Fig. 1: routing congestion
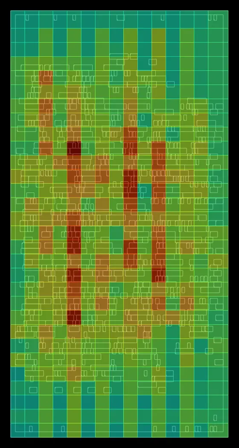
Fig. 2: clock wires, drivers and flops
Drawn at 3 px/um.
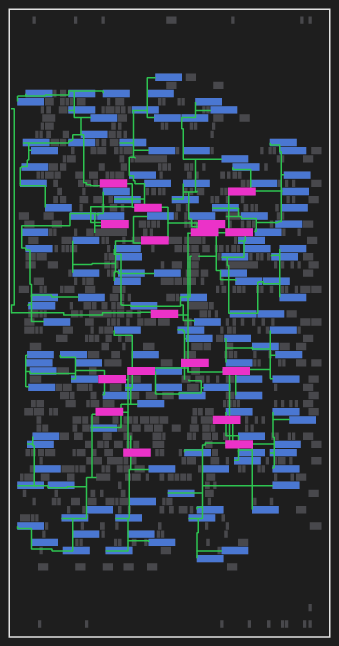
Fig. 3: gate-type map
Drawn at 2 px/um.
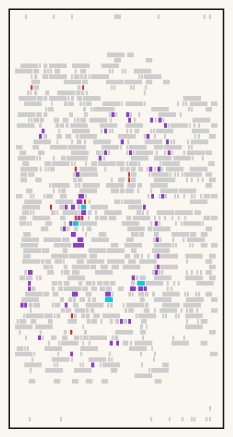
==> config.mk <==
export PLATFORM = sky130hd
export DESIGN_NAME = imem_uart_loader
export DESIGN_NICKNAME = d
export VERILOG_FILES = /design/src/rtl/imem_loader_pkg.sv /design/src/rtl/imem_loader_word_pack.sv /design/src/rtl/imem_uart_loader.sv
export SDC_FILE = /design/constraint.sdc
export NUM_CORES = 1
export LEC_CHECK = 0
export CAP_MARGIN = 20
export CORE_ASPECT_RATIO = 2
export CORE_MARGIN = 2
export CORE_UTILIZATION = 30
export CTS_CLUSTER_DIAMETER = 100
export DETAILED_ROUTE_END_ITERATION = 8
export PLACE_DENSITY = 0.49
export SLEW_MARGIN = 20
export SYNTH_ARGS = -nofsm -noshare
export SYNTH_HDL_FRONTEND = slang
export SYNTH_SLANG_ARGS = --single-unit
==> constraint.sdc <==
create_clock -name clk -period 3 [get_ports clk]
set_input_delay 0.6 -clock clk [delete_from_list [all_inputs] [get_ports clk]]
set_output_delay 0.6 -clock clk [all_outputs]
set_load 0.02 [all_outputs]
==> qor.yml <==
logic_synthesis:
  synthesis.area_um2: 6290
  async_flop_share_pct: 100
  postSynthCellCount: 669
  largest_area_cell: "dfrtp_1"
  area_leaders: "dfrtp_1 (53%), nand2_1 (12%), xor2_1 (4.0%)"
  yosys.cell_types.count: 49
die:
  dieArea_um2: 22200
  ios: 81
critical_path:
  path_class: "flip-flop to flip-flop"
  max_stage_delay_ns: 0.57
  cp.arrival_ns: 2.75
final_timing:
  finalSetupTns_ns: 0
  slew_violations: 0
  grt_setup_unrepaired: "false"
  whs_ns: 0.260
  fin_crit_sh_pct: 82.9
  setup_ws_ns: 0.513
outcome:
  status: "finished clean"
global_routing:
  antenna_found_initial: 0
  grt_pass1_vias: 4700
  grt_max_degree: 86
run:
  maxCapViolCount: 0
pwr:
  p_seq_share_pct: 39.9
  powerSeq_w: 0.00249
  total_power_w: 0.00625
detailed_routing:
  dr.max_layer_used: "met4"
  final_antenna_net_count: 0
  wl_met3_um: 425
place:
  dp.cells: 989
  dpl-instance-area_um2: 7220
layout:
  diodes: 0
  largest_class: "registers"
  clk_share_pct: 7.93
cts:
  clockBufferDepth: 2
  ctsResizeCount: 0
  root_buffer: "clkbuf_16"
  numClockSinks: 134
Back to the opening pictures, Fig. 1:
M1 GR Usage: 20.3%
final core utilization: 37.8%
busiest layer in global routing: met2
met3 Usage GRT: 2.21%

Back to the opening pictures, Fig. 2:
legend:
  cells driving clock nets:
    color: magenta
    count: 17
  clock wires:
    color: green
    length: 1830 um
  flip-flops:
    color: blue
    count: 134
routed clock nets: 18
Clock power frac: 34.9%
clock skew: 0.0113 ns
clock group total power: 0.00218 W
clk latency late pin: 0.41 ns

Back to the opening pictures, Fig. 3:
legend:
  inverters:
    color: red
    cells: 11
    most_used: inv_1
  inverting AOI/OAI gates:
    color: purple
    cells: 57
    most_used: o21ai_0
  AND-OR and OR-AND gates:
    color: cyan
    cells: 4
    where: center
Comb area share: 34.2%
most used logic cell in the final layout: nand2_1
Final Instance Count excl. Fillers: 1021

==> logic make-up (layout without fill, tap and decap cells) <==
| family | count (synthesis) | count (layout) | share of synthesized area, % |
|---|---|---|---|
| AOI/OAI and AO/OA | 61 | 61 | 5.89 |
| muxes | 18 | 18 | 3.18 |
| other | 1 | 16 | 0.0596 |
| DFF | 134 | 134 | 53.3 |
| and+or+nand+nor | 336 | 336 | 23.9 |
| xor gates and xnor gates | 53 | 53 | 7.38 |
| adders and majority gates | 7 | 7 | 1.39 |
| buffers and inverters | 59 | 127 | 4.88 |
==> worst max-delay path, delay by kind of cell (launching register included) <==
| kind | cells | cell delay (ns) |
|---|---|---|
| simple gates | 5 | 0.88 |
| buf+inv | 2 | 0.20 |
| flops | 1 | 0.57 |
| compound gates | 2 | 0.68 |
Power and IR drop assume default switching activity.
